## src/rtl/entrada_digito_if.sv

```systemverilog
// Button/switch inputs and digit-strobe outputs of the lock's input stage.
interface entrada_digito_if;
    logic       botao;
    logic [4:1] chaves;
    logic       insere;
    logic [4:1] numero;
    logic       invalido;
    logic [4:1] contagem;

    modport master (
        output botao, chaves,
        input  insere, numero, invalido, contagem
    );

    modport slave (
        input  botao, chaves,
        output insere, numero, invalido, contagem
    );
endinterface

```

## src/rtl/entrada_digito.sv

```systemverilog
// Synchronises and debounces the insert button, validates the BCD switch digit
// and emits a one-cycle accept/reject strobe plus a saturating accept count.
module entrada_digito #(
    parameter int unsigned DEBOUNCE_CYCLES = 4
) (
    input  logic               clk,
    input  logic               reset,
    entrada_digito_if.slave    bus
);
    localparam int unsigned CNT_W = 8;
    localparam int unsigned DIG_W = 4;

    localparam logic [1:0] FILTRA_SOLTA = 2'd0;
    localparam logic [1:0] OCIOSO       = 2'd1;
    localparam logic [1:0] FILTRA_PRESS = 2'd2;
    localparam logic [1:0] PRESSIONADO  = 2'd3;

    localparam logic [CNT_W-1:0] LIMITE     = CNT_W'(DEBOUNCE_CYCLES);
    localparam logic [CNT_W-1:0] UM         = CNT_W'(1);
    localparam logic [DIG_W-1:0] MAX_DIGITO = DIG_W'(9);
    localparam logic [DIG_W-1:0] CONT_MAX   = DIG_W'(15);

    logic             botao_m, botao_s;
    logic [DIG_W-1:0] chaves_m, chaves_s;

    logic [1:0]       state, state_nx;
    logic [CNT_W-1:0] cnt, cnt_nx, cnt_inc;
    logic             qualifica;

    logic             insere_q, insere_nx;
    logic             invalido_q, invalido_nx;
    logic [DIG_W-1:0] numero_q, numero_nx;
    logic [DIG_W-1:0] contagem_q, contagem_nx;

    // Two-flop synchronisers for the asynchronous button and switches
    always_ff @(posedge clk or negedge reset) begin
        if (!reset) begin
            botao_m  <= 1'b0;
            botao_s  <= 1'b0;
            chaves_m <= '0;
            chaves_s <= '0;
        end else begin
            botao_m  <= bus.botao;
            botao_s  <= botao_m;
            chaves_m <= bus.chaves;
            chaves_s <= chaves_m;
        end
    end

    // State, filter counter and registered outputs
    always_ff @(posedge clk or negedge reset) begin
        if (!reset) begin
            state      <= FILTRA_SOLTA;
            cnt        <= '0;
            insere_q   <= 1'b0;
            invalido_q <= 1'b0;
            numero_q   <= '0;
            contagem_q <= '0;
        end else begin
            state      <= state_nx;
            cnt        <= cnt_nx;
            insere_q   <= insere_nx;
            invalido_q <= invalido_nx;
            numero_q   <= numero_nx;
            contagem_q <= contagem_nx;
        end
    end

    assign cnt_inc = cnt + UM;

    // Next state: release must be confirmed before a press can qualify
    always_comb begin
        state_nx  = state;
        cnt_nx    = cnt;
        qualifica = 1'b0;

        case (state)
            FILTRA_SOLTA: begin
                if (botao_s) begin
                    state_nx = PRESSIONADO;
                    cnt_nx   = '0;
                end else if (cnt_inc >= LIMITE) begin
                    state_nx = OCIOSO;
                    cnt_nx   = '0;
                end else begin
                    cnt_nx   = cnt_inc;
                end
            end
            OCIOSO: begin
                if (botao_s) begin
                    if (LIMITE <= UM) begin
                        qualifica = 1'b1;
                        state_nx  = PRESSIONADO;
                        cnt_nx    = '0;
                    end else begin
                        state_nx  = FILTRA_PRESS;
                        cnt_nx    = UM;
                    end
                end
            end
            FILTRA_PRESS: begin
                if (!botao_s) begin
                    state_nx = OCIOSO;
                    cnt_nx   = '0;
                end else if (cnt_inc >= LIMITE) begin
                    qualifica = 1'b1;
                    state_nx  = PRESSIONADO;
                    cnt_nx    = '0;
                end else begin
                    cnt_nx    = cnt_inc;
                end
            end
            PRESSIONADO: begin
                if (!botao_s) begin
                    if (LIMITE <= UM) begin
                        state_nx = OCIOSO;
                        cnt_nx   = '0;
                    end else begin
                        state_nx = FILTRA_SOLTA;
                        cnt_nx   = UM;
                    end
                end
            end
            default: begin
                state_nx = FILTRA_SOLTA;
                cnt_nx   = '0;
            end
        endcase
    end

    // Digit validation on the qualifying edge; count saturates at 15
    always_comb begin
        insere_nx   = 1'b0;
        invalido_nx = 1'b0;
        numero_nx   = numero_q;
        contagem_nx = contagem_q;

        if (qualifica) begin
            if (chaves_s <= MAX_DIGITO) begin
                insere_nx = 1'b1;
                numero_nx = chaves_s;
                if (contagem_q != CONT_MAX) begin
                    contagem_nx = contagem_q + DIG_W'(1);
                end
            end else begin
                invalido_nx = 1'b1;
            end
        end
    end

    assign bus.insere   = insere_q;
    assign bus.invalido = invalido_q;
    assign bus.numero   = numero_q;
    assign bus.contagem = contagem_q;
endmodule

```

## src/flat_wrapper.sv

```systemverilog
// flat-port wrapper written by rule: the top's interface ports become plain ports
module entrada_digito_flat 
#(
    parameter int unsigned DEBOUNCE_CYCLES = 4
)
  (clk, reset, bus_botao, bus_chaves, bus_insere, bus_numero, bus_invalido, bus_contagem);
  entrada_digito_if bus_i ();
  input  logic clk;
  input  logic reset;
  input wire logic [$bits(bus_i.botao)-1:0] bus_botao;
  input wire logic [$bits(bus_i.chaves)-1:0] bus_chaves;
  output wire logic [$bits(bus_i.insere)-1:0] bus_insere;
  output wire logic [$bits(bus_i.numero)-1:0] bus_numero;
  output wire logic [$bits(bus_i.invalido)-1:0] bus_invalido;
  output wire logic [$bits(bus_i.contagem)-1:0] bus_contagem;
  assign bus_i.botao = bus_botao;
  assign bus_i.chaves = bus_chaves;
  assign bus_insere = bus_i.insere;
  assign bus_numero = bus_i.numero;
  assign bus_invalido = bus_i.invalido;
  assign bus_contagem = bus_i.contagem;
  entrada_digito #(.DEBOUNCE_CYCLES(DEBOUNCE_CYCLES)) u_core (.clk(clk), .reset(reset), .bus(bus_i));
endmodule
```

## config.mk

```make
export PLATFORM = sky130hd
export DESIGN_NAME = entrada_digito_flat
export DESIGN_NICKNAME = d
export VERILOG_FILES = /design/src/rtl/entrada_digito_if.sv /design/src/rtl/entrada_digito.sv /design/src/flat_wrapper.sv
export SDC_FILE = /design/constraint.sdc
export NUM_CORES = 1
export LEC_CHECK = 0
export ABC_AREA = 1
export CAP_MARGIN = 20
export CORE_MARGIN = 2
export CORE_UTILIZATION = 45
export CTS_CLUSTER_SIZE = 28
export DETAILED_ROUTE_END_ITERATION = 6
export PLACE_DENSITY_LB_ADDON = 0.1
export SLEW_MARGIN = 20
export SYNTH_ARGS = -nofsm -noshare
export SYNTH_HDL_FRONTEND = slang
export SYNTH_SLANG_ARGS = --single-unit
```

## constraint.sdc

```tcl
create_clock -name clk -period 1.2 [get_ports clk]
set_input_delay 0.24 -clock clk [delete_from_list [all_inputs] [get_ports clk]]
set_output_delay 0.24 -clock clk [all_outputs]
set_load 0.1 [all_outputs]
```

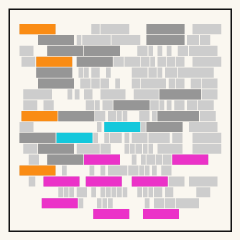
run_1/ff_map.png
(4 px per micron) Other sequential cells in the stronger grey, the rest of the logic in the fainter grey.
legend:
  cyan:
    signal: u_core.state
    sequential_cells: 2
  magenta:
    signal: u_core.cnt
    sequential_cells: 8
  orange:
    signal: u_core.chaves_m
    sequential_cells: 4
not coloured: 16

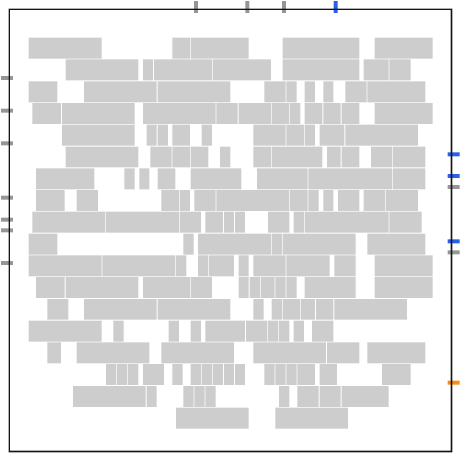
run_1/pinout.png
(8 px per micron) Pins as bars across the die edge, other pins in grey.
legend:
  blue:
    port: bus_contagem
    pins: 4
    direction: output
    edge: 3 right, 1 top
  orange:
    port: reset
    pins: 1
    direction: input
    edge: right
all pins by edge: 7 left, 6 right, 4 top

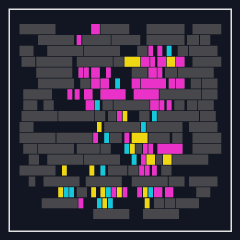
run_1/gates.png
(4 px per micron)
legend:
  cyan:
    family: inv cells
    cells: 15
    most_used: inv_1
  magenta:
    family: nand cells
    cells: 45
    most_used: nand2_1
  yellow:
    family: nor cells
    cells: 17
    most_used: nor2_1

==> impl_metrics.csv, run 1 <==
group,metric,value,unit
run_status,outcome,"finished, violations left",
run_status,violations,"setup timing",
power_and_ir_drop,p_int,1.91,mW
power_and_ir_drop,power_frac_clock,20.5,%
synthesis,yosysUniqueCellTypes,18,
clock_network,clock-sinks,30,
worst_setup_path,cp_top_family,"simple AND/OR/NAND/NOR gates",
clock_network,clkLatencyLatePin,0.33,ns
synthesis,ys_sh_xor,2.24,%
clock_network,numCtsBuffers,5,
synthesis,netlist.area_leader.share,63.9,%
synthesis,yosys_warnings,0,
synthesis,syn_inst,120,
die,dieArea,0.00304,sq mm
detailed_routing,via_count,907,
clock_network,clkTransAtPathRegs,0.10,ns
detailed_routing,wl_per_cell,11.4,microns
sta,skew,0.0180,ns
synthesis,ys.flops,30,
clock_network,cts_root_buffer,"clkbuf_4",
synthesis,edf_count,0,
placed_design,dp_hpwl,1.46,mm
cells_and_area,area_delta_synth_final,56.2,%
worst_setup_path,r2r_setup_slack,-0.24,ns
power_and_ir_drop,share_comb_of_total_power,39.2,%
sta,worst_slack,-0.239,ns
worst_setup_path,start_kind,"flip-flop",
cells_and_area,diodes,0,
placed_design,io_buffers,16,
sta,slew_headroom,86.4,%
worst_setup_path,cpMaxStageDelayCell,"dfrtp_1",
die,die_h,55.1,microns
power_and_ir_drop,p_per_area,1650,mW/mm^2
worst_setup_path,worst_r2r_endpoint,"u_core.bus.numero[4]",
global_routing,grt_pass1_wl,3.63,mm
cells_and_area,regArea,761,sq um
worst_setup_path,cp.required,1.46,ns
sta,finalSetupViolations,15,
worst_setup_path,worstSetupPathType,"flip-flop to flip-flop",
min_path,hold_class,"input pin to asynchronous set/reset pin",
worst_setup_path,cp_max_fo,7,
synthesis,synthFlopType,"dfrtp_1",
clock_network,cts_tree,"built",
synthesis,fp_nets,129,
synthesis,ys_top_cells_by_area,"dfrtp_1, nand2_1, nor2_1, inv_1, nand4_1",
global_routing,grt_pass1_vias,845,
cells_and_area,final-comb-area,472,sq um
worst_setup_path,crit_chain,"ha_2, nor2_2, nor2_2, a21oi_4, nand3_4, nand3_4, nand2_1, nand2_1",
worst_setup_path,cpPeakStageDelay,0.40,ns
synthesis,synthMuxAreaShare,0,%
power_and_ir_drop,p_leak,0.876,nW
die,die_w,55.1,microns
sta,clock.fmax,0.695,GHz
worst_setup_path,crit_buf_inv,0,
synthesis,ys_sh_adder,2.13,%
synthesis,avgSynthCellArea,9.79,sq um
die,initCoreUtil,47.4,%
synthesis,ys_seq_share,63.9,%
detailed_routing,drcViolationCount,0,
global_routing,overflow,0,
synthesis,topCombFamilyByArea,"simple AND/OR/NAND/NOR gates",
power_and_ir_drop,p_switching,1.11,mW
die,coreArea,0.00248,sq mm
die,placementRows,18,
cells_and_area,num-fill-cells,180,
synthesis,syn-cell-area,0.00117,sq mm
flow_run,cap_violations,0,
synthesis,yosys_cells,120,
global_routing,track_usage,18.0,%
worst_setup_path,r2r-start,"u_core.cnt[0]",
sta,tightest_slew,0.203,ns
cells_and_area,drive_gt1_share,38.9,%
detailed_routing,viasPerCell,4.72,
sta,slew_viol_final,0,
synthesis,synth-area-yosys,0.00117,sq mm
clock_network,holdBufCountCts,0,
cells_and_area,nNetsFinal,170,
clock_network,cts_buffer_depth,2,
global_routing,grt_max_degree,31,
power_and_ir_drop,max-vdd-ir-drop,1.39,mV
power_and_ir_drop,p_seq_share,40.3,%
flow_run,warning_count,29,
placed_design,placed_area,0.00159,sq mm
cells_and_area,fin_area,0.00184,sq mm
synthesis,aoi_share,2.66,%
detailed_routing,detailedRoute.firstPassIterationCount,4,
sta,fin_crit,1.44,ns
worst_setup_path,cp.arrival,1.70,ns
power_and_ir_drop,maxPowerGroup,"sequential cells",
worst_setup_path,end_kind,"flip-flop",
power_and_ir_drop,p_clk,0.619,mW
clock_network,cts_max_level,2,
detailed_routing,ant_nets,0,
sta,finalHoldViolations,0,
placed_design,place.gp.congestion,0.769,
detailed_routing,drt_iter0_markers,13,
sta,min_period_over_period,120,%
detailed_routing,routed_wl,2.19,mm
sta,rsz0062_at_grt,"true",
worst_setup_path,r2r_cells,8,
synthesis,postSynth.asyncResetShare,100,%
global_routing,antenna_found_initial,0,
synthesis,synth_top_cell_by_area,"dfrtp_1",
power_and_ir_drop,pg_comb,1.19,mW
die,pin_count,17,
power_and_ir_drop,pg_seq,1.22,mW
sta,hold_ws,0.253,ns
power_and_ir_drop,switching_share,36.6,%
synthesis,ys_sh_simple,22.6,%
-- run 1: cells in the final DEF (no fill, tap or decap), types with 4 or more instances in the layout --
cell type | Yosys | routed
dfrtp_1 | 30 | 26
nand2_1 | 32 | 25
inv_1 | 15 | 15
buf_4 | 0 | 13
nor2_1 | 17 | 12
buf_12 | 0 | 11
nand4_1 | 8 | 8
nand2_2 | 0 | 7
clkdlybuf4s50_1 | 0 | 6
buf_6 | 1 | 6
clkbuf_4 | 0 | 5
nand3_4 | 0 | 4
-- run 1: logic make-up after synthesis --
group                      count (synthesis)
DFF                                       30
adders and majority gates                  2
xor gates and xnor gates                   3
and+or+nand+nor                           62
buffers and inverters                     18
AOI/OAI and AO/OA                          5
-- run 1: how the worst max path moves through the flow --
stage	startpoint	end	slack [ns]	depth (start not counted)
global route	u_core.cnt[0]	u_core.bus.contagem[3]	-0.30	8
finish	u_core.cnt[0]	u_core.bus.numero[4]	-0.24	8
CTS	u_core.cnt[1]	u_core.bus.contagem[2]	-0.25	8
detailed placement	u_core.cnt[1]	u_core.bus.numero[4]	-0.36	8
floorplan	u_core.bus.contagem[2]	u_core.bus.contagem[3]	-0.23	7
global placement	u_core.cnt[0]	u_core.bus.numero[4]	-0.26	8
-- run 1: repair_timing --
item / CTS / global route
gates resized: 6 / 19
pin swaps: 4 / 12
setup buffers: 6 / 3
endpoints found under the setup margin: 16 / 24
gates cloned: 1 / 0
-- run 1: routing by layer --
metal  GRT usage [%]  vias up  wire [microns]
met3            5.65        7              98
met5               0        -               0
li1                -      459               -
met1            22.5      421             988
met4            12.2        0              64
met2            26.6       20            1040
-- run 1: through the flow --
| step | utilization (%) | instances | worst slack (ns) | setup TNS [ns] | power [mW] |
|---|---|---|---|---|---|
| after floorplan | - | 120 | -0.233 | -1.76 | 1.82 |
| after global placement | 64.1 | 174 | -0.264 | -3.15 | 2.19 |
| after detailed placement | 64.1 | 174 | -0.360 | -4.10 | 2.21 |
| after CTS | 70.1 | 189 | -0.254 | -3.19 | 2.93 |
| after global routing | 74.1 | 192 | -0.304 | -3.90 | 3.19 |
| final | 74.1 | 192 | -0.239 | -2.89 | 3.02 |
-- run 1: registers in the layout, indices dropped and copies added (netlist names) --
name	flops
u_core.cnt	8
u_core.bus.contagem	4
u_core.bus.numero	4
u_core.chaves_m	4
u_core.chaves_s	4
u_core.state	2
u_core.botao_m	1
u_core.botao_s	1
u_core.bus.insere	1
u_core.bus.invalido	1
-- run 1: synthesized netlist by cell type (2+ instances only) --
library cell and number:
dfrtp_1 30, nand2_1 32, nor2_1 17, xor2_1 3
nand4_1 8, inv_1 15, ha_1 2, nand3_1 3
-- run 1: worst register-to-register path: stages (launching register included) --
cell     delay, ns
dfrtp_1       0.40
ha_2          0.20
nor2_2        0.09
nor2_2        0.06
a21oi_4       0.17
nand3_4       0.18
nand3_4       0.15
nand2_1       0.06
nand2_1       0.07
-- run 1: final cells by class --
class                      count  share of cell area, %
sequential                    30                   41.4
multi-input combinational     73                   25.7
timing repair buffer          36                   24.3
inverter                      15                   3.07
clock buffer                   6                   2.79
tap                           30                   2.04
clock inverter                 2                  0.682
run_1/closeup.png
Window x 15 to 40, y 4 to 29 microns. Cells in grey, sequential cells in the stronger grey; small squares are vias.
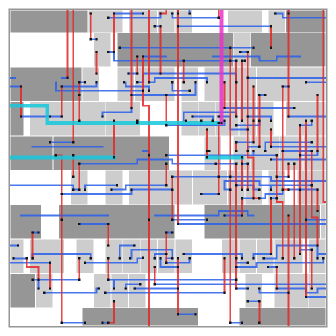

==> run 2, diff against run 1 <==
--- a/config.mk
+++ b/config.mk
@@ -13,2 +13,3 @@
 export DETAILED_ROUTE_END_ITERATION = 6
+export GPL_ROUTABILITY_DRIVEN = 0
 export PLACE_DENSITY_LB_ADDON = 0.1
--- a/constraint.sdc
+++ b/constraint.sdc
@@ -3,2 +3,2 @@
 set_output_delay 0.24 -clock clk [all_outputs]
-set_load 0.1 [all_outputs]
+set_load 0.01 [all_outputs]
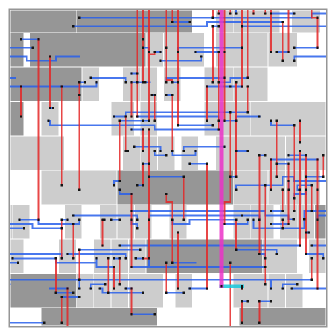
run_2/closeup.png
Window x 15 to 40, y 4 to 29 microns. Cells in grey, sequential cells in the stronger grey; small squares are vias.
legend:
  magenta:
    layer: M4
  blue:
    layer: M1
  red:
    layer: M2
  cyan:
    layer: M3
sequential cells in the window: 9
most frequent: nand2_1 (14), nor2_1 (12), inv_1 (10)
netlist names of flops here include: u_core.cnt (5), u_core.state (2)
cells with their middle in the window: 63

==> impl_metrics.csv, run 2 <==
group,metric,value,unit
synthesis,syn-cell-area,0.00117,sq mm
flow_run,cap_violations,0,
sta,tightest_slew,0.380,ns
detailed_routing,detailedRoute.firstPassIterationCount,4,
placed_design,dp_hpwl,1.37,mm
placed_design,placed_area,0.00147,sq mm
worst_setup_path,end_kind,"flip-flop",
detailed_routing,viasPerCell,4.68,
cells_and_area,final_cell_mix,"nand2_1, dfrtp_1, nor2_1",
cells_and_area,area_delta_synth_final,35.5,%
cells_and_area,num-fill-cells,209,
synthesis,ys_sh_xor,2.24,%
sta,tns,-1.84,ns
synthesis,synthFlopType,"dfrtp_1",
detailed_routing,drcViolationCount,0,
cells_and_area,diodes,0,
synthesis,yosys_warnings,0,
power_and_ir_drop,p_per_area,1640,mW/mm^2
synthesis,syn_inst,120,
die,dieArea,0.00304,sq mm
sta,finalHoldViolations,0,
sta,slew_viol_final,0,
detailed_routing,drt_iter0_markers,10,
die,initCoreUtil,47.4,%
die,die_h,55.1,microns
synthesis,ys_top_cells_by_area,"dfrtp_1, nand2_1, nor2_1, inv_1, nand4_1",
worst_setup_path,worstSetupPathType,"flip-flop to flip-flop",
global_routing,overflow,0,
clock_network,cts_tree,"built",
clock_network,numCtsBuffers,5,
clock_network,clkTransAtPathRegs,0.10,ns
sta,clock.fmax,0.719,GHz
worst_setup_path,cp_max_fo,6,
clock_network,clkLatencyLatePin,0.34,ns
run_status,violations,"setup timing",
clock_network,cts_buffer_depth,2,
worst_setup_path,cp.arrival,1.63,ns
sta,slew_headroom,74.6,%
synthesis,synthMuxAreaShare,0,%
synthesis,aoi_share,2.66,%
synthesis,synth_top_cell_by_area,"dfrtp_1",
sta,skew,0.00998,ns
cells_and_area,nNetsFinal,167,
detailed_routing,via_count,884,
detailed_routing,routed_wl,2.07,mm
worst_setup_path,worst_r2r_endpoint,"u_core.state[0]",
cells_and_area,layout_top_cell,"nand2_1",
sta,finalSetupViolations,13,
global_routing,antenna_found_initial,0,
die,pin_count,17,
detailed_routing,wl_per_cell,11.0,microns
worst_setup_path,cpMaxStageDelayCell,"dfrtp_1",
synthesis,topCombFamilyByArea,"simple AND/OR/NAND/NOR gates",
worst_setup_path,crit_buf_inv,2,
sta,fin_crit,1.39,ns
cells_and_area,drive_gt1_share,28.3,%
cells_and_area,largest_reg_flops,8,
synthesis,ys_seq_share,63.9,%
synthesis,netlist.area_leader.share,63.9,%
die,die_w,55.1,microns
placed_design,io_buffers,16,
power_and_ir_drop,p_leak,0.823,nW
synthesis,yosysUniqueCellTypes,18,
worst_setup_path,r2r_cells,8,
global_routing,grt_max_degree,31,
synthesis,yosys_cells,120,
clock_network,clock-sinks,30,
worst_setup_path,cp_common_cell,"nor2_1",
synthesis,avgSynthCellArea,9.79,sq um
worst_setup_path,r2r-start,"u_core.cnt[1]",
global_routing,track_usage,16.3,%
die,coreArea,0.00248,sq mm
global_routing,grt_pass1_vias,775,
worst_setup_path,cp_top_family,"flip-flops",
synthesis,ys.flops,30,
global_routing,grt_pass1_wl,3.26,mm
synthesis,edf_count,0,
synthesis,common_cells,"nand2_1, dfrtp_1, nor2_1",
run_status,outcome,"finished, violations left",
sta,worst_slack,-0.190,ns
sta,rsz0062_at_grt,"true",
synthesis,postSynth.asyncResetShare,100,%
synthesis,ys_sh_adder,2.13,%
cells_and_area,fin_area,0.00159,sq mm
power_and_ir_drop,max-vdd-ir-drop,1.52,mV
flow_run,warning_count,29,
clock_network,cts_root_buffer,"clkbuf_4",
worst_setup_path,cpPeakStageDelay,0.40,ns
detailed_routing,ant_nets,0,
worst_setup_path,crit_chain,"ha_2, nor2_1, nor2_1, a21oi_2, nand3_4, buf_6, o21ai_2, inv_1",
die,placementRows,18,
cells_and_area,regMostFlops,"u_core.cnt",
synthesis,ys_sh_simple,22.6,%
synthesis,most_common_cell,"nand2_1",
min_path,hold_class,"input pin to asynchronous set/reset pin",
sta,min_period_over_period,116,%
worst_setup_path,cp.required,1.44,ns
worst_setup_path,r2r_setup_slack,-0.19,ns
worst_setup_path,start_kind,"flip-flop",
clock_network,cts_max_level,2,
synthesis,fp_nets,129,
synthesis,synth-area-yosys,0.00117,sq mm
[run 2: cell counts after synthesis]
No cell type changed its count.
[run 2: logic make-up after synthesis]
logic type                 after synthesis
AOI/OAI and AO/OA                        5
xor gates and xnor gates                 3
adders and majority gates                2
buffers and inverters                   18
DFF                                     30
and+or+nand+nor                         62
[run 2: worst max path at each step]
stage	startpoint	end	slack, ns	cells after the start
after floorplan	u_core.cnt[0]	u_core.state[0]	-0.12	8
after global placement	u_core.cnt[1]	u_core.bus.contagem[3]	-0.20	8
after detailed placement	u_core.cnt[1]	u_core.bus.contagem[3]	-0.21	8
after CTS	u_core.cnt[1]	u_core.bus.numero[3]	-0.23	8
after global routing	u_core.cnt[1]	u_core.bus.contagem[3]	-0.28	9
final	u_core.cnt[1]	u_core.state[0]	-0.19	8
[run 2: area by class of cell]
type	count	area (sq um)	area share [%]
inverter	15	56.3	3.54
timing repair buffer	34	278	17.5
clock buffer	5	37.5	2.36
tap	30	37.5	2.36
sequential	30	751	47.2
multi-input combinational	72	387	24.3
clock inverter	3	45.0	2.83
[run 2: power breakdown]
part	leakage [nW]	switching (mW)	internal, mW
clock	0.0374	0.369	0.437
sequential	0.386	0.0656	1.12
combinational	0.399	0.314	0.312
total	0.823	0.748	1.87
[run 2: metal layers]
layer	vias up	global-route usage, %	part of all wire [%]
li1	450	-	-
met1	403	20.5	48
met2	22	22.6	43
met3	9	5.38	5.0
met4	0	13.0	3.5
met5	-	0	0
[run 2: per-stage QoR]
stage	worst slack (ns)	hold slack (ns)	util [%]	instances	total power, mW
after floorplan	-0.115	-0.0556	-	120	1.51
after global placement	-0.199	0.332	59.2	176	1.76
after detailed placement	-0.214	0.337	59.2	176	1.78
after CTS	-0.228	0.247	62.9	188	2.60
after global routing	-0.282	0.263	64.2	189	2.77
final	-0.190	0.252	64.2	189	2.62
[run 2: repair_timing]
action	CTS	global route
gates resized	32	15
endpoints found under the setup margin	23	23
pin swaps	0	6
buffers inserted	4	1
hold buffers	0	0
Power is estimated from default activity; no workload was simulated.
